--- src/rtl/sum_uart_tx.sv ---
// Operand-sum UART transmitter: accepts {a,b}, sends (a+b)[7:0] LSB-first as 8N1.
// Define SUM_UART_PARITY_EN to insert an even-parity bit (8E1).
module sum_uart_tx #(
    parameter int unsigned CLKS_PER_BIT = 16,
    parameter int unsigned CNT_W        = 16
) (
    input  logic       clk,
    input  logic       rst,
    input  logic [7:0] a_in,
    input  logic [7:0] b_in,
    input  logic       valid_in,
    output logic       ready_out,
    output logic       tx,
    output logic       busy,
    output logic       carry_flag
);

`ifdef SUM_UART_PARITY_EN
    typedef enum logic [2:0] {
        S_IDLE, S_START, S_DATA, S_PARITY, S_STOP
    } state_t;
`else
    typedef enum logic [1:0] {
        S_IDLE, S_START, S_DATA, S_STOP
    } state_t;
`endif

    localparam logic [CNT_W-1:0] CNT_MAX = CNT_W'(CLKS_PER_BIT - 1);

    state_t           state_q, state_d;
    logic [CNT_W-1:0] cnt_q, cnt_d;
    logic [2:0]       idx_q, idx_d;
    logic [7:0]       shift_q, shift_d;
    logic             carry_q, carry_d;
    logic             tx_q, tx_d;
    logic             busy_q, busy_d;
    logic             ready_q, ready_d;
`ifdef SUM_UART_PARITY_EN
    logic             parity_q, parity_d;
`endif

    logic [8:0] sum_c;
    logic       bit_done_c;

    assign sum_c      = 9'(a_in) + 9'(b_in);
    assign bit_done_c = (cnt_q == CNT_MAX);

    // Next-state and output logic; tx is registered from the current state so it
    // trails the state by one clock and falls on the edge after the accept.
    always_comb begin
        state_d  = state_q;
        cnt_d    = cnt_q;
        idx_d    = idx_q;
        shift_d  = shift_q;
        carry_d  = carry_q;
        busy_d   = busy_q;
        ready_d  = ready_q;
        tx_d     = 1'b1;
`ifdef SUM_UART_PARITY_EN
        parity_d = parity_q;
`endif
        case (state_q)
            S_IDLE: begin
                cnt_d = '0;
                if (valid_in && ready_q) begin
                    state_d  = S_START;
                    shift_d  = sum_c[7:0];
                    carry_d  = sum_c[8];
                    idx_d    = 3'd0;
                    busy_d   = 1'b1;
                    ready_d  = 1'b0;
`ifdef SUM_UART_PARITY_EN
                    parity_d = ^sum_c[7:0];
`endif
                end
            end
            S_START: begin
                tx_d = 1'b0;
                if (bit_done_c) begin
                    cnt_d   = '0;
                    idx_d   = 3'd0;
                    state_d = S_DATA;
                end else begin
                    cnt_d = cnt_q + CNT_W'(1);
                end
            end
            S_DATA: begin
                tx_d = shift_q[0];
                if (bit_done_c) begin
                    cnt_d   = '0;
                    shift_d = shift_q >> 1;
                    if (idx_q == 3'd7) begin
`ifdef SUM_UART_PARITY_EN
                        state_d = S_PARITY;
`else
                        state_d = S_STOP;
`endif
                    end else begin
                        idx_d = idx_q + 3'd1;
                    end
                end else begin
                    cnt_d = cnt_q + CNT_W'(1);
                end
            end
`ifdef SUM_UART_PARITY_EN
            S_PARITY: begin
                tx_d = parity_q;
                if (bit_done_c) begin
                    cnt_d   = '0;
                    state_d = S_STOP;
                end else begin
                    cnt_d = cnt_q + CNT_W'(1);
                end
            end
`endif
            S_STOP: begin
                tx_d = 1'b1;
                if (bit_done_c) begin
                    cnt_d   = '0;
                    state_d = S_IDLE;
                    busy_d  = 1'b0;
                    ready_d = 1'b1;
                end else begin
                    cnt_d = cnt_q + CNT_W'(1);
                end
            end
            default: begin
                state_d = S_IDLE;
                cnt_d   = '0;
                busy_d  = 1'b0;
                ready_d = 1'b1;
            end
        endcase
    end

    always_ff @(posedge clk or posedge rst) begin
        if (rst) begin
            state_q  <= S_IDLE;
            cnt_q    <= '0;
            idx_q    <= 3'd0;
            shift_q  <= 8'd0;
            carry_q  <= 1'b0;
            tx_q     <= 1'b1;
            busy_q   <= 1'b0;
            ready_q  <= 1'b1;
`ifdef SUM_UART_PARITY_EN
            parity_q <= 1'b0;
`endif
        end else begin
            state_q  <= state_d;
            cnt_q    <= cnt_d;
            idx_q    <= idx_d;
            shift_q  <= shift_d;
            carry_q  <= carry_d;
            tx_q     <= tx_d;
            busy_q   <= busy_d;
            ready_q  <= ready_d;
`ifdef SUM_UART_PARITY_EN
            parity_q <= parity_d;
`endif
        end
    end

    assign tx         = tx_q;
    assign busy       = busy_q;
    assign ready_out  = ready_q;
    assign carry_flag = carry_q;

endmodule

--- config.mk ---
export PLATFORM = sky130hd
export DESIGN_NAME = sum_uart_tx
export DESIGN_NICKNAME = d
export VERILOG_FILES = /design/src/rtl/sum_uart_tx.sv
export SDC_FILE = /design/constraint.sdc
export NUM_CORES = 1
export LEC_CHECK = 0
export ABC_CLOCK_PERIOD_IN_PS = 7000
export CORE_MARGIN = 1.5
export CORE_UTILIZATION = 45
export CTS_CLUSTER_DIAMETER = 30
export DETAILED_ROUTE_END_ITERATION = 8
export PLACE_DENSITY = 0.66
export SLEW_MARGIN = 30
export SYNTH_ARGS = -nofsm -noshare
export SYNTH_HDL_FRONTEND = slang
export SYNTH_SLANG_ARGS = --single-unit
--- constraint.sdc ---
create_clock -name clk -period 7 [get_ports clk]
set_clock_uncertainty 0.2 [all_clocks]
set_input_delay 0.7 -clock clk [delete_from_list [all_inputs] [get_ports clk]]
set_output_delay 0.7 -clock clk [all_outputs]
set_load 0.02 [all_outputs]
==> flow_summary.json, run 1 <==
{
  "final_net_count": 274,
  "synth-edff-count": 0,
  "synthesis.nets": 248,
  "power_per_cell_area_nw_per_um2": 171,
  "report.final.hold_viol_count": 0,
  "flop_area_um2": 828,
  "die_area_um2": 4900,
  "antenna_violations_before_repair": 0,
  "clock.fmax_ghz": 0.365,
  "report.final.setup_viol": 0,
  "clk_path_buf_depth": 2,
  "ys_cells": 211,
  "netlist_top_cells_count": "34 x nor2_1, 31 x dfrtp_1, 17 x ha_1",
  "endpoint_arrival_time_on_the_critical_path_ns": 2.76,
  "r2r-start": "state_q[0]",
  "timing.hold.worst.class": "flip-flop to flip-flop",
  "status": "completed",
  "drive_above_1_share": 0.0966,
  "root_buffer": "clkbuf_8",
  "power_frac_comb": 0.093,
  "cpLargestDelayFamily": "simple AND/OR/NAND/NOR gates",
  "route.detailed.drc": 0,
  "maxCapViolCount": 0,
  "critical_path_required_ns": 7.02,
  "final_min_period_over_clock_period": 0.392,
  "ys_area_um2": 2020,
  "postSynthCellCount": 211,
  "cts-buffers-inserted": 5,
  "synth_sequential_area_ratio": 0.410,
  "power.leakage_uw": 0.00109,
  "cts_tree": "built",
  "post_synth_main_area_contributors": "dfrtp_1 38%, ha_1 11%, nor2_1 6.3%",
  "netlist.area_leader.share": 0.384,
  "synth.yosys.warnings": 0,
  "final.setup.tns_ns": 0,
  "firstDrtPassIters": 4,
  "worstSetupPathType": "flip-flop to flip-flop",
  "openroad.warnings": 31,
  "global_route_wire_length_before_repair_um": 6970,
  "critical_path_cell_with_the_highest_stage_delay": "or4b_2",
  "peakVddDrop_mv": 0.0801,
  "signed_area_change_from_the_synthesized_netlist_to_the_final_layout_pct": 19.1,
  "postSynthAreaPerCell_um2": 9.56,
  "tightest_slew_ns": 0.564,
  "post_cts_resize_count": 0,
  "ctsHoldBuffers": 0,
  "grt_overflow_total": 0,
  "ys_seq_elements": 33,
  "cp_slowest_stage_delay_ns": 0.69,
  "hpwlAfterDp_um": 2800,
  "final.hold.worst_slack_ns": 0.277,
  "numPortBuffers": 22,
  "timing.critical_path.cells": "inv_1, ha_1, or3_1, or4b_2, o22a_1, nand3_1",
  "gpl_congestion": 0.773,
  "number_of_global_route_vias_before_repair": 1543,
  "worst_setup_path_end_kind": "flip-flop",
  "clock_power_frac": 0.444,
  "slew_viol_final": 0,
  "unrepaired_setup_endpoints_after_global_routing": "no",
  "worst-path-buf-inv": 1,
  "largest_fanout_on_the_critical_path": 15,
  "slew_headroom": 0.624,
  "power_frac_seq": 0.463,
  "timing.critical_path.from_type": "flip-flop",
  "rows": 24,
  "mi_logic_area_um2": 1140,
  "synthMostInstantiatedCell": "nor2_1",
  "antenna_cells_inserted": 0,
  "worstSkewPairLatency_ns": 0.28,
  "mappedNetlistArea_um2": 2020,
  "die_w_um": 70.0,
  "init_core_util": 0.467,
  "startpoint": "state_q[0]",
  "drt-vias-per-instance": 5.48,
  "grt_usage": 0.176,
  "dieHeight_um": 70.0,
  "routedWlPerCell_um": 13.1,
  "power.share.switching": 0.205,
  "finalWorstPathRequiredPeriod_ns": 2.74,
  "postSynth.asyncResetShare": 1.00,
  "internal_power_uw": 327,
  "synth.distinct_cells": 47,
  "htreeDepth": 2,
  "grt_max_degree": 34,
  "power_switching_uw": 84.6,
  "drt_first_iter_violations": 81,
  "routed_antenna_nets": 0,
  "ys_dominant_reg_cell": "dfrtp_1",
  "top_level_ports": 23,
  "post_cts_buffers": 0,
  "synth_top_cell_by_area": "dfrtp_1",
  "clk_transition_reported_paths_ns": 0.07,
  "clkSinkCount": 33,
  "hold_path.startpoint": "shift_q[0]"
}
## run 1: state kept, by name (all words and copies together), names as in the netlist
signal,count
busy,1
carry_flag,1
cnt_q,16
idx_q,3
ready_out,1
shift_q,8
state_q,2
tx,1
## run 1: worst min-delay path: stages (launching register included)
cell	delay [ns]
dfrtp_1	0.34
nand2_1	0.05
o21ai_0	0.06
## run 1: power groups by stage
stage	registers, µW	clock network [µW]	logic (µW)
2_1_floorplan	194	0	22.7
3_3_place_gp	194	0	38.9
3_5_place_dp	194	0	38.5
4_1_cts	191	189	38.8
5_1_grt	191	196	43.3
6_report	191	183	38.1
## run 1: cell families (layout without fill, tap and decap cells)
kind of cell               after synthesis  after routing  share of synthesized area
xor gates and xnor gates                15             15                     0.0651
adders and majority gates               18             18                      0.115
and+or+nand+nor                         87             87                      0.215
buffers and inverters                   12             39                     0.0267
AOI/OAI and AO/OA                       43             43                      0.152
muxes                                    3              3                     0.0161
DFF                                     33             33                      0.410
## run 1: placed cells by master, fill, tap and decap left out, types with 3 or more instances in the layout
cell / n
a22o_1: 3
ha_1: 17
nor4_1: 4
clkdlybuf4s50_1: 22
nand4_1: 3
and3_1: 4
o22ai_1: 4
a211oi_1: 3
o21ai_0: 10
xor2_1: 4
nor2_1: 34
nor3_1: 6
nand2_1: 11
xnor2_1: 11
inv_1: 7
a21oi_1: 5
a31oi_1: 4
dfrtp_1: 31
clkbuf_8: 6
nand3_1: 11
## run 1: routing by layer
layer  routed length [µm]  track usage  share of wire  vias up
met1                 1920        0.250           0.51      741
met4                   30       0.0705         0.0079        0
met2                 1670        0.259           0.44       36
li1                     -            -              -      810
met5                    0            0              0        -
met3                  173       0.0404          0.046        2
## run 1: cell type report
cell class | count | area share
Multi-Input combinational cell | 166 | 0.473
Sequential cell | 33 | 0.345
Timing Repair Buffer | 23 | 0.0947
Clock buffer | 7 | 0.0359
Tap cell | 52 | 0.0271
Clock inverter | 1 | 0.0125
Inverter | 8 | 0.0125
## run 1: metrics by stage
step	cell area, µm²	std cells	total power [µW]	worst slack (ns)
3_3_place_gp	2290	282	233	4.05
6_report	2400	290	412	4.26
3_5_place_dp	2290	282	233	4.00
2_1_floorplan	2020	211	217	4.49
4_1_cts	2400	290	419	4.24
5_1_grt	2400	290	430	4.12
## run 1: path summary, 6_finish.rpt
kind	depth (start not counted)	slack [ns]	endpoint
worst min-delay path	2	0.28	tx
min in group asynchronous	3	0.59	state_q[0]
worst max-delay path	6	4.26	shift_q[7]
worst min register to register	2	0.28	tx
max in group asynchronous	3	5.66	tx
worst max register to register	6	4.26	shift_q[7]
### Cell placement, run 1

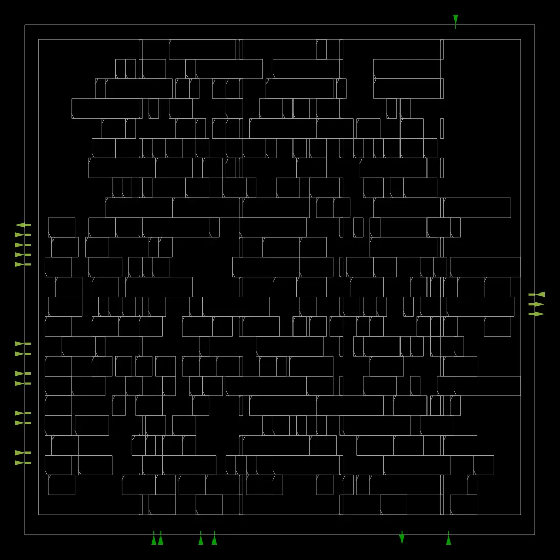
Non-Filler Instances: 290
number of filler instances in the final layout: 409
final core occ: 0.556
CORE AREA: 4320 µm²

### Metal 3, run 1

Scale bar: 20 µm.
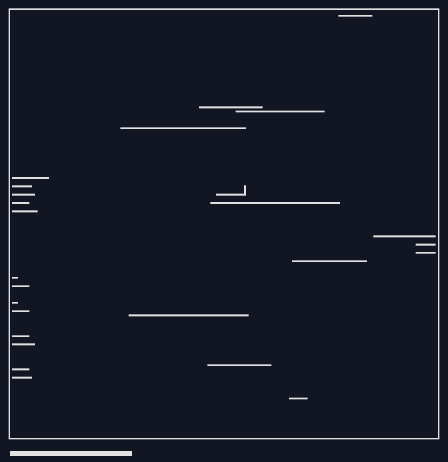
The longest straight run is 20.9 µm. The layer carries 173 µm of wire. The wires run mostly horizontal.
Post-Route WL: 3790 µm
Vias: 1589
met3 Use GR: 0.0404

### Placement by cell class, run 1

Fill, decap, tap and diode cells in gray.
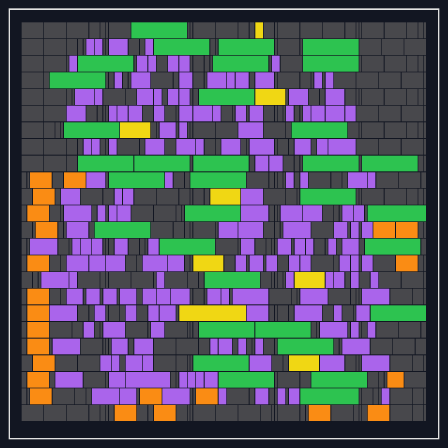
Purple is combinational and other logic, cells 174. Yellow is clock drivers and dummy loads, cells 8. Orange is other buffers and delay cells, cells 23. Green is flops, cells 33.
sequential fraction of total cell area: 0.345
cell area after layout: 2400 µm²

### Port wiring, run 1

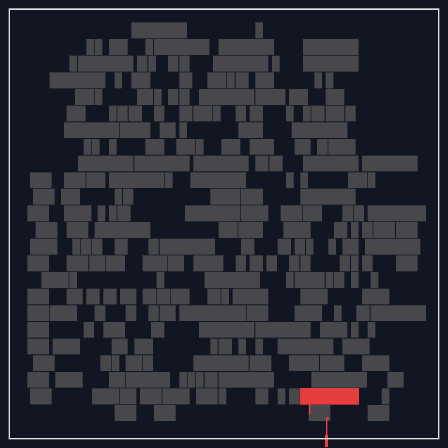

--- run 2 (diff from run 1) ---
--- a/config.mk
+++ b/config.mk
@@ -5,12 +5,12 @@
 export SDC_FILE = /design/constraint.sdc
 export NUM_CORES = 1
 export LEC_CHECK = 0
-export ABC_CLOCK_PERIOD_IN_PS = 7000
+export ABC_CLOCK_PERIOD_IN_PS = 2340
 export CORE_MARGIN = 1.5
 export CORE_UTILIZATION = 45
 export CTS_CLUSTER_DIAMETER = 30
 export DETAILED_ROUTE_END_ITERATION = 8
-export PLACE_DENSITY = 0.66
+export PLACE_DENSITY = 0.69
 export SLEW_MARGIN = 30
 export SYNTH_ARGS = -nofsm -noshare
 export SYNTH_HDL_FRONTEND = slang
==> constraint.sdc (replaced) <==
create_clock -name clk -period 2.34 [get_ports clk]
set_clock_uncertainty 0.2 [all_clocks]
set_input_delay 0.234 -clock clk [delete_from_list [all_inputs] [get_ports clk]]
set_output_delay 0.234 -clock clk [all_outputs]
set_load 0.02 [all_outputs]
### Port wiring, run 2

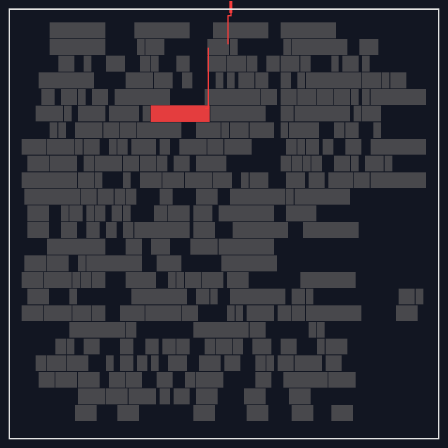
Red is `tx`, bits 1, direction output, edge north, end cells 1, buffers 1, wire 16.1 µm.
Ports: 23
input/output buffers: 22

### Placement by cell class, run 2

Fill, decap, tap and diode cells in gray.
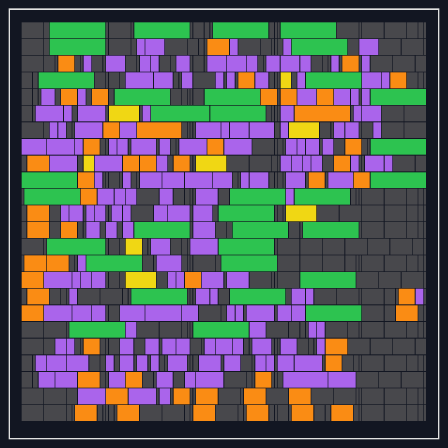
Yellow is clock drivers and dummy loads, cells 8. Green is flops, cells 33. Purple is combinational and other logic, cells 174. Orange is other buffers and delay cells, cells 53.
cell area after layout: 2670 µm²
final core occ: 0.617
# rows: 24

==> run 2 against run 1 <==
  * Highest routed layer unchanged
  * Critical path type unchanged
  * Via count grew 9.0%
  * Sequential share of layout area shrank 3.4 points
  * Final cell count grew 10%
  * The run now ends with setup timing left
  * Critical endpoint is now shift_q[3]
  * First-iteration DRC count grew 12%
  * Largest power group unchanged
  * Final area grew 11%
==> flow_summary.json, run 2 <==
{
  "failed_checks": "setup timing",
  "postSynth.asyncResetShare": 1.00,
  "global_route_wire_length_before_repair_um": 7500,
  "largest_register_ffs": 16,
  "fp.coreArea_um2": 4320,
  "antenna_violations_before_repair": 0,
  "slew_viol_final": 0,
  "grt_max_degree": 34,
  "route.detailed.drc": 0,
  "synth.distinct_cells": 47,
  "ctsHoldBuffers": 0,
  "signed_area_change_from_the_synthesized_netlist_to_the_final_layout_pct": 32.2,
  "flop_area_um2": 828,
  "synthesis.nets": 248,
  "power.leakage_uw": 0.00125,
  "finalWorstPathRequiredPeriod_ns": 2.41,
  "init_core_util": 0.467,
  "drive_above_1_share": 0.231,
  "ys_cells": 211,
  "synth.yosys.warnings": 0,
  "timing.hold.worst.class": "input pin to async pin",
  "gpl_congestion": 0.805,
  "critical_path_required_ns": 2.32,
  "report.final.setup_viol": 4,
  "mappedNetlistArea_um2": 2020,
  "placed_cells_incl_taps": 310,
  "antenna_cells_inserted": 0,
  "die_area_um2": 4900,
  "post_route_worst_setup_slack_ns": -0.0654,
  "synthMostInstantiatedCell": "nor2_1",
  "unrepaired_setup_endpoints_after_global_routing": "yes",
  "final_net_count": 304,
  "synth_top_cell_by_area": "dfrtp_1",
  "ys_seq_elements": 33,
  "power_per_cell_area_nw_per_um2": 419,
  "cts-buffers-inserted": 5,
  "r2r-start": "cnt_q[15]",
  "root_buffer": "clkbuf_8",
  "maxCapViolCount": 0,
  "minimum_setup_slack_among_reg_to_reg_paths_ns": -0.07,
  "netlist_top_cells_count": "34 x nor2_1, 31 x dfrtp_1, 17 x ha_1",
  "final_min_period_over_clock_period": 1.03,
  "number_of_global_route_vias_before_repair": 1739,
  "synth_sequential_area_ratio": 0.410,
  "clk_transition_reported_paths_ns": 0.07,
  "slew_headroom": 0.722,
  "openroad.warnings": 34,
  "rr_endpoint": "shift_q[3]",
  "drt_first_iter_violations": 91,
  "htreeDepth": 2,
  "setup.worst_path.end": "shift_q[3]",
  "startpoint": "cnt_q[15]",
  "most_common_logic_cells_in_the_final_layout": "34 x nor2_1, 31 x dfrtp_1, 29 x buf_4",
  "vias": 1732,
  "layout.cells.most_common": "nor2_1",
  "biggestRegsByFlops": "cnt_q: 16 flops, shift_q: 8 flops, idx_q: 3 flops",
  "clk_path_buf_depth": 2,
  "synth-edff-count": 0,
  "drt-vias-per-instance": 5.41,
  "r2r_cells": 5,
  "fill_cells": 375,
  "worstSkewPairLatency_ns": 0.29,
  "routed_antenna_nets": 0,
  "timing.critical_path.from_type": "flip-flop",
  "firstDrtPassIters": 4,
  "cts_tree": "built",
  "dieHeight_um": 70.0,
  "final.setup.tns_ns": -0.174,
  "largest_fanout_on_the_critical_path": 7,
  "worst_setup_path_end_kind": "flip-flop",
  "mi_logic_area_um2": 1170,
  "grt_usage": 0.188,
  "detailedPlace.worstSlack_ns": -0.170,
  "worstSetupPathType": "flip-flop to flip-flop",
  "peakVddDrop_mv": 0.268,
  "ys_area_um2": 2020,
  "post_synth_main_area_contributors": "dfrtp_1 38%, ha_1 11%, nor2_1 6.3%",
  "endpoint_arrival_time_on_the_critical_path_ns": 2.38,
  "routedWlPerCell_um": 12.9,
  "clock.fmax_ghz": 0.416,
  "status": "finished, violations left",
  "grt_overflow_total": 0,
  "register_name_with_the_most_flops": "cnt_q",
  "netlist.area_leader.share": 0.384,
  "postSynthAreaPerCell_um2": 9.56,
  "tightest_slew_ns": 0.417,
  "clkSinkCount": 33,
  "instances_no_fill": 320,
  "route.final.wire_length_um": 4110,
  "postSynthCellCount": 211,
  "hpwlAfterDp_um": 3030,
  "die_w_um": 70.0,
  "report.final.hold_viol_count": 0,
  "ys_dominant_reg_cell": "dfrtp_1"
}
[run 2: cell counts after synthesis]
Identical to the previous run, type by type.
[run 2: power by group]
group          switching (µW)  internal (µW)  leakage [µW]  total, µW
sequential                  0            570      0.000440        570
clock                     217            205     0.0000439        423
combinational            55.9           67.7      0.000767        124
[run 2: cells by family after synthesis]
family          after synthesis  share of synthesized area
xor+xnor                     15                     0.0651
flops                        33                      0.410
buf+inv                      12                     0.0267
compound gates               43                      0.152
simple gates                 87                      0.215
mux                           3                     0.0161
fa+ha+maj                    18                      0.115
[run 2: repair_timing]
item | CTS | global route
setup buffers | 0 | 1
gates cloned | 0 | 1
resized | 1 | 8
pin swaps | 1 | 2
setup endpoints to repair | 5 | 27
[run 2: final cells by class]
class,count,area share
Multi-Input combinational cell,166,0.440
Tap cell,52,0.0244
Timing Repair Buffer,53,0.181
Clock inverter,3,0.00657
Inverter,8,0.0113
Clock buffer,5,0.0258
Sequential cell,33,0.311
[run 2: per-layer routing]
metal | vias up | wire, µm | global-route usage
met2 | 22 | 1840 | 0.308
met1 | 827 | 2120 | 0.256
met4 | 0 | 41 | 0.0513
met3 | 5 | 113 | 0.0346
met5 | - | 0 | 0
li1 | 878 | - | -
[run 2: how the worst min path moves through the flow]
stage,start,end,slack (ns),depth (start not counted)
2_1_floorplan,rst,busy,0.16,1
6_report,rst,shift_q[0],0.13,3
4_1_cts,rst,cnt_q[7],0.16,3
3_3_place_gp,cnt_q[0],cnt_q[0],0.27,1
5_1_grt,rst,cnt_q[10],0.18,3
3_5_place_dp,cnt_q[0],cnt_q[0],0.28,1
[run 2: per-stage QoR]
step | hold WS [ns] | power [µW] | cell area, µm²
floorplan | 0.161 | 649 | 2020
global route | 0.183 | 1170 | 2670
detailed placement | 0.281 | 706 | 2510
CTS | 0.156 | 1120 | 2610
finish | 0.127 | 1120 | 2670
global placement | 0.265 | 704 | 2510
[run 2: critical path, cell delays in order, from the launching register on]
cell and delay (ns):
dfrtp_1 0.39, or4_4 0.56, or4_4 0.62, a21oi_4 0.16, inv_2 0.05, a221o_1 0.30
--- run 3 (diff from run 2) ---
--- a/config.mk
+++ b/config.mk
@@ -10,6 +10,8 @@
 export CORE_UTILIZATION = 45
 export CTS_CLUSTER_DIAMETER = 30
 export DETAILED_ROUTE_END_ITERATION = 8
+export GPL_ROUTABILITY_DRIVEN = 0
+export GPL_TIMING_DRIVEN = 1
 export PLACE_DENSITY = 0.69
 export SLEW_MARGIN = 30
 export SYNTH_ARGS = -nofsm -noshare
### Port wiring, run 3

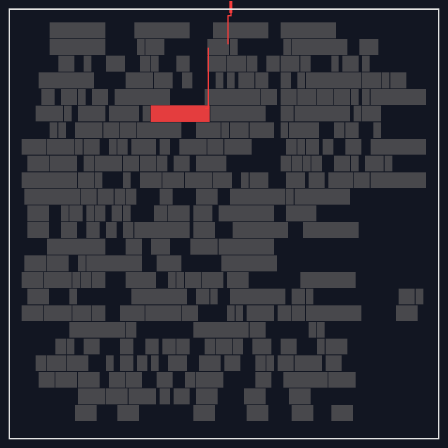

### The metal 2 layer, run 3

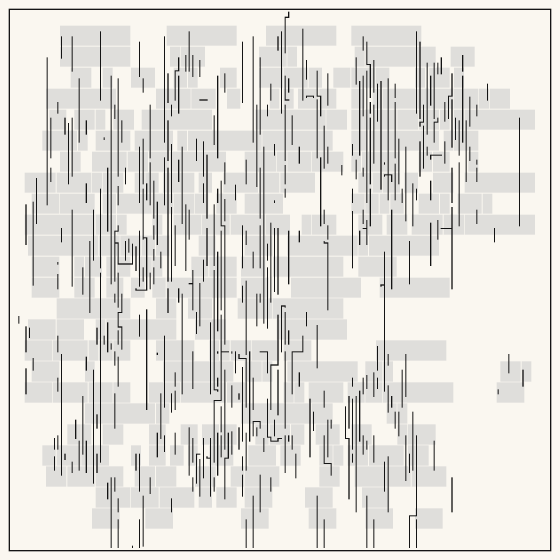
The longest straight run is 26.9 µm. The layer carries 1840 µm of wire. 256 nets have wire on it.
Vias: 1732
Post-Route WL: 4110 µm
met2 track demand over resource in global routing: 0.308

==> run 3 against run 2 <==
  * Global-route usage unchanged
  * Final cell count is the same
  * Largest power group unchanged
  * Largest cell class unchanged
  * The run still ends with setup timing left
  * Sequential power barely moved
  * Synthesized cell count unchanged
  * Highest routed layer unchanged
==> flow_summary.json, run 3 <==
{
  "status": "finished, violations left",
  "failed_checks": "setup timing",
  "ys_seq_elements": 33,
  "clock.fmax_ghz": 0.416,
  "route.detailed.drc": 0,
  "tightest_slew_ns": 0.417,
  "report.final.setup_viol": 4,
  "timing.critical_path.from_type": "flip-flop",
  "htreeDepth": 2,
  "synthMostInstantiatedCell": "nor2_1",
  "biggestRegsByFlops": "cnt_q: 16 flops, shift_q: 8 flops, idx_q: 3 flops",
  "critical_path_required_ns": 2.32,
  "layout.cells.most_common": "nor2_1",
  "routed_antenna_nets": 0,
  "hpwlAfterDp_um": 3030,
  "final_min_period_over_clock_period": 1.03,
  "ys_cells": 211,
  "most_common_logic_cells_in_the_final_layout": "34 x nor2_1, 31 x dfrtp_1, 29 x buf_4",
  "detailedPlace.worstSlack_ns": -0.170,
  "endpoint_arrival_time_on_the_critical_path_ns": 2.38,
  "drive_above_1_share": 0.231,
  "placement.cell_area_um2": 2510,
  "rows": 24,
  "cts_tree": "built",
  "instances_no_fill": 320,
  "largest_register_ffs": 16,
  "number_of_global_route_vias_before_repair": 1739,
  "drt_first_iter_violations": 91,
  "final_net_count": 304,
  "dieHeight_um": 70.0,
  "grt_usage": 0.188,
  "firstDrtPassIters": 4,
  "finalWorstPathRequiredPeriod_ns": 2.41,
  "die_area_um2": 4900,
  "final_area_um2": 2670,
  "synth.yosys.warnings": 0,
  "slew_headroom": 0.722,
  "clkSinkCount": 33,
  "report.final.hold_viol_count": 0,
  "antenna_violations_before_repair": 0,
  "grt_max_degree": 34,
  "ctsHoldBuffers": 0,
  "unrepaired_setup_endpoints_after_global_routing": "yes",
  "numPortBuffers": 22,
  "post_route_worst_setup_slack_ns": -0.0654,
  "grt_overflow_total": 0,
  "synth_sequential_area_ratio": 0.410,
  "global_route_wire_length_before_repair_um": 7500,
  "placed_cells_incl_taps": 310,
  "largest_fanout_on_the_critical_path": 7,
  "post_synth_main_area_contributors": "dfrtp_1 38%, ha_1 11%, nor2_1 6.3%",
  "postSynthAreaPerCell_um2": 9.56,
  "slew_viol_final": 0,
  "init_core_util": 0.467,
  "clk_transition_reported_paths_ns": 0.07,
  "routedWlPerCell_um": 12.9,
  "signed_area_change_from_the_synthesized_netlist_to_the_final_layout_pct": 32.2,
  "clk_path_buf_depth": 2,
  "openroad.warnings": 34,
  "top_level_ports": 23,
  "postSynthCellCount": 211,
  "fp.coreArea_um2": 4320,
  "peakVddDrop_mv": 0.268,
  "synth-edff-count": 0,
  "synthesis.nets": 248,
  "worstSetupPathType": "flip-flop to flip-flop",
  "cts-buffers-inserted": 5,
  "timing.hold.worst.class": "input pin to async pin",
  "antenna_cells_inserted": 0,
  "drt-vias-per-instance": 5.41,
  "die_w_um": 70.0,
  "mappedNetlistArea_um2": 2020,
  "netlist_top_cells_count": "34 x nor2_1, 31 x dfrtp_1, 17 x ha_1",
  "power_per_cell_area_nw_per_um2": 419,
  "worstSkewPairLatency_ns": 0.29,
  "root_buffer": "clkbuf_8",
  "register_name_with_the_most_flops": "cnt_q",
  "postSynth.asyncResetShare": 1.00,
  "worst_setup_path_end_kind": "flip-flop",
  "netlist.area_leader.share": 0.384,
  "maxCapViolCount": 0,
  "synth.distinct_cells": 47,
  "power.leakage_uw": 0.00125,
  "ys_area_um2": 2020,
  "synth_top_cell_by_area": "dfrtp_1",
  "ys_dominant_reg_cell": "dfrtp_1"
}
==> run 3: cell type report <==
type                    count  area, µm²
fillers                   375       1660
multi-input cells         166       1170
flip-flops and latches     33        828
repair buffers             53        483
clock buffers               5       68.8
well taps                  52       65.1
inverters                   8       30.0
clock inverters             3       17.5
==> run 3: cell families (layout without fill, tap and decap cells) <==
kind of cell             Yosys count  in the layout  share of synthesized area
XOR/XNOR                          15             15                     0.0651
AND-OR/OR-AND                     43             43                      0.152
AND/OR/NAND/NOR                   87             87                      0.215
adder cells (fa/ha/maj)           18             18                      0.115
flip-flops                        33             33                      0.410
multiplexers                       3              3                     0.0161
buffers and inverters             12             69                     0.0267
==> run 3: repair_timing <==
| action | CTS | global route |
|---|---|---|
| cloned | 0 | 1 |
| pin swaps | 1 | 2 |
| resized | 1 | 8 |
| buffers inserted | 0 | 1 |
| endpoints found under the setup margin | 5 | 27 |
==> run 3: path summary, 6_finish.rpt <==
kind	startpoint	end	slack, ns	cells after the start
worst min register to register	cnt_q[0]	cnt_q[0]	0.29	1
worst max register to register	cnt_q[15]	shift_q[3]	-0.07	5
worst min-delay path	rst	shift_q[0]	0.13	3
max in group asynchronous	rst	tx	1.47	3
worst max-delay path	cnt_q[15]	shift_q[3]	-0.07	5
min in group clk	cnt_q[0]	cnt_q[0]	0.29	1
==> run 3: report_power, final <==
| part | switching, µW | internal, µW |
|---|---|---|
| combinational | 55.9 | 67.7 |
| clock | 217 | 205 |
| sequential | 0 | 570 |
| total | 273 | 843 |
==> run 3: per-layer routing <==
| metal | global-route usage | share of wire | routed length, µm |
|---|---|---|---|
| met5 | 0 | 0 | 0 |
| met4 | 0.0513 | 0.010 | 41 |
| met3 | 0.0346 | 0.027 | 113 |
| met2 | 0.308 | 0.45 | 1840 |
| met1 | 0.256 | 0.51 | 2120 |
==> run 3: critical path, cell delays in order (launching register included) <==
cell	delay, ns
dfrtp_1	0.39
or4_4	0.56
or4_4	0.62
a21oi_4	0.16
inv_2	0.05
a221o_1	0.30
==> run 3: metrics by stage <==
| stage | hold WS (ns) | setup TNS [ns] | power, µW | util |
|---|---|---|---|---|
| finish | 0.127 | -0.174 | 1120 | 0.617 |
| CTS | 0.156 | -0.0875 | 1120 | 0.602 |
| floorplan | 0.161 | -0.200 | 649 | - |
| global placement | 0.265 | -0.156 | 704 | 0.581 |
| detailed placement | 0.281 | -0.307 | 706 | 0.581 |
| global route | 0.183 | -1.35 | 1170 | 0.617 |
Power is estimated from default activity; no workload was simulated.
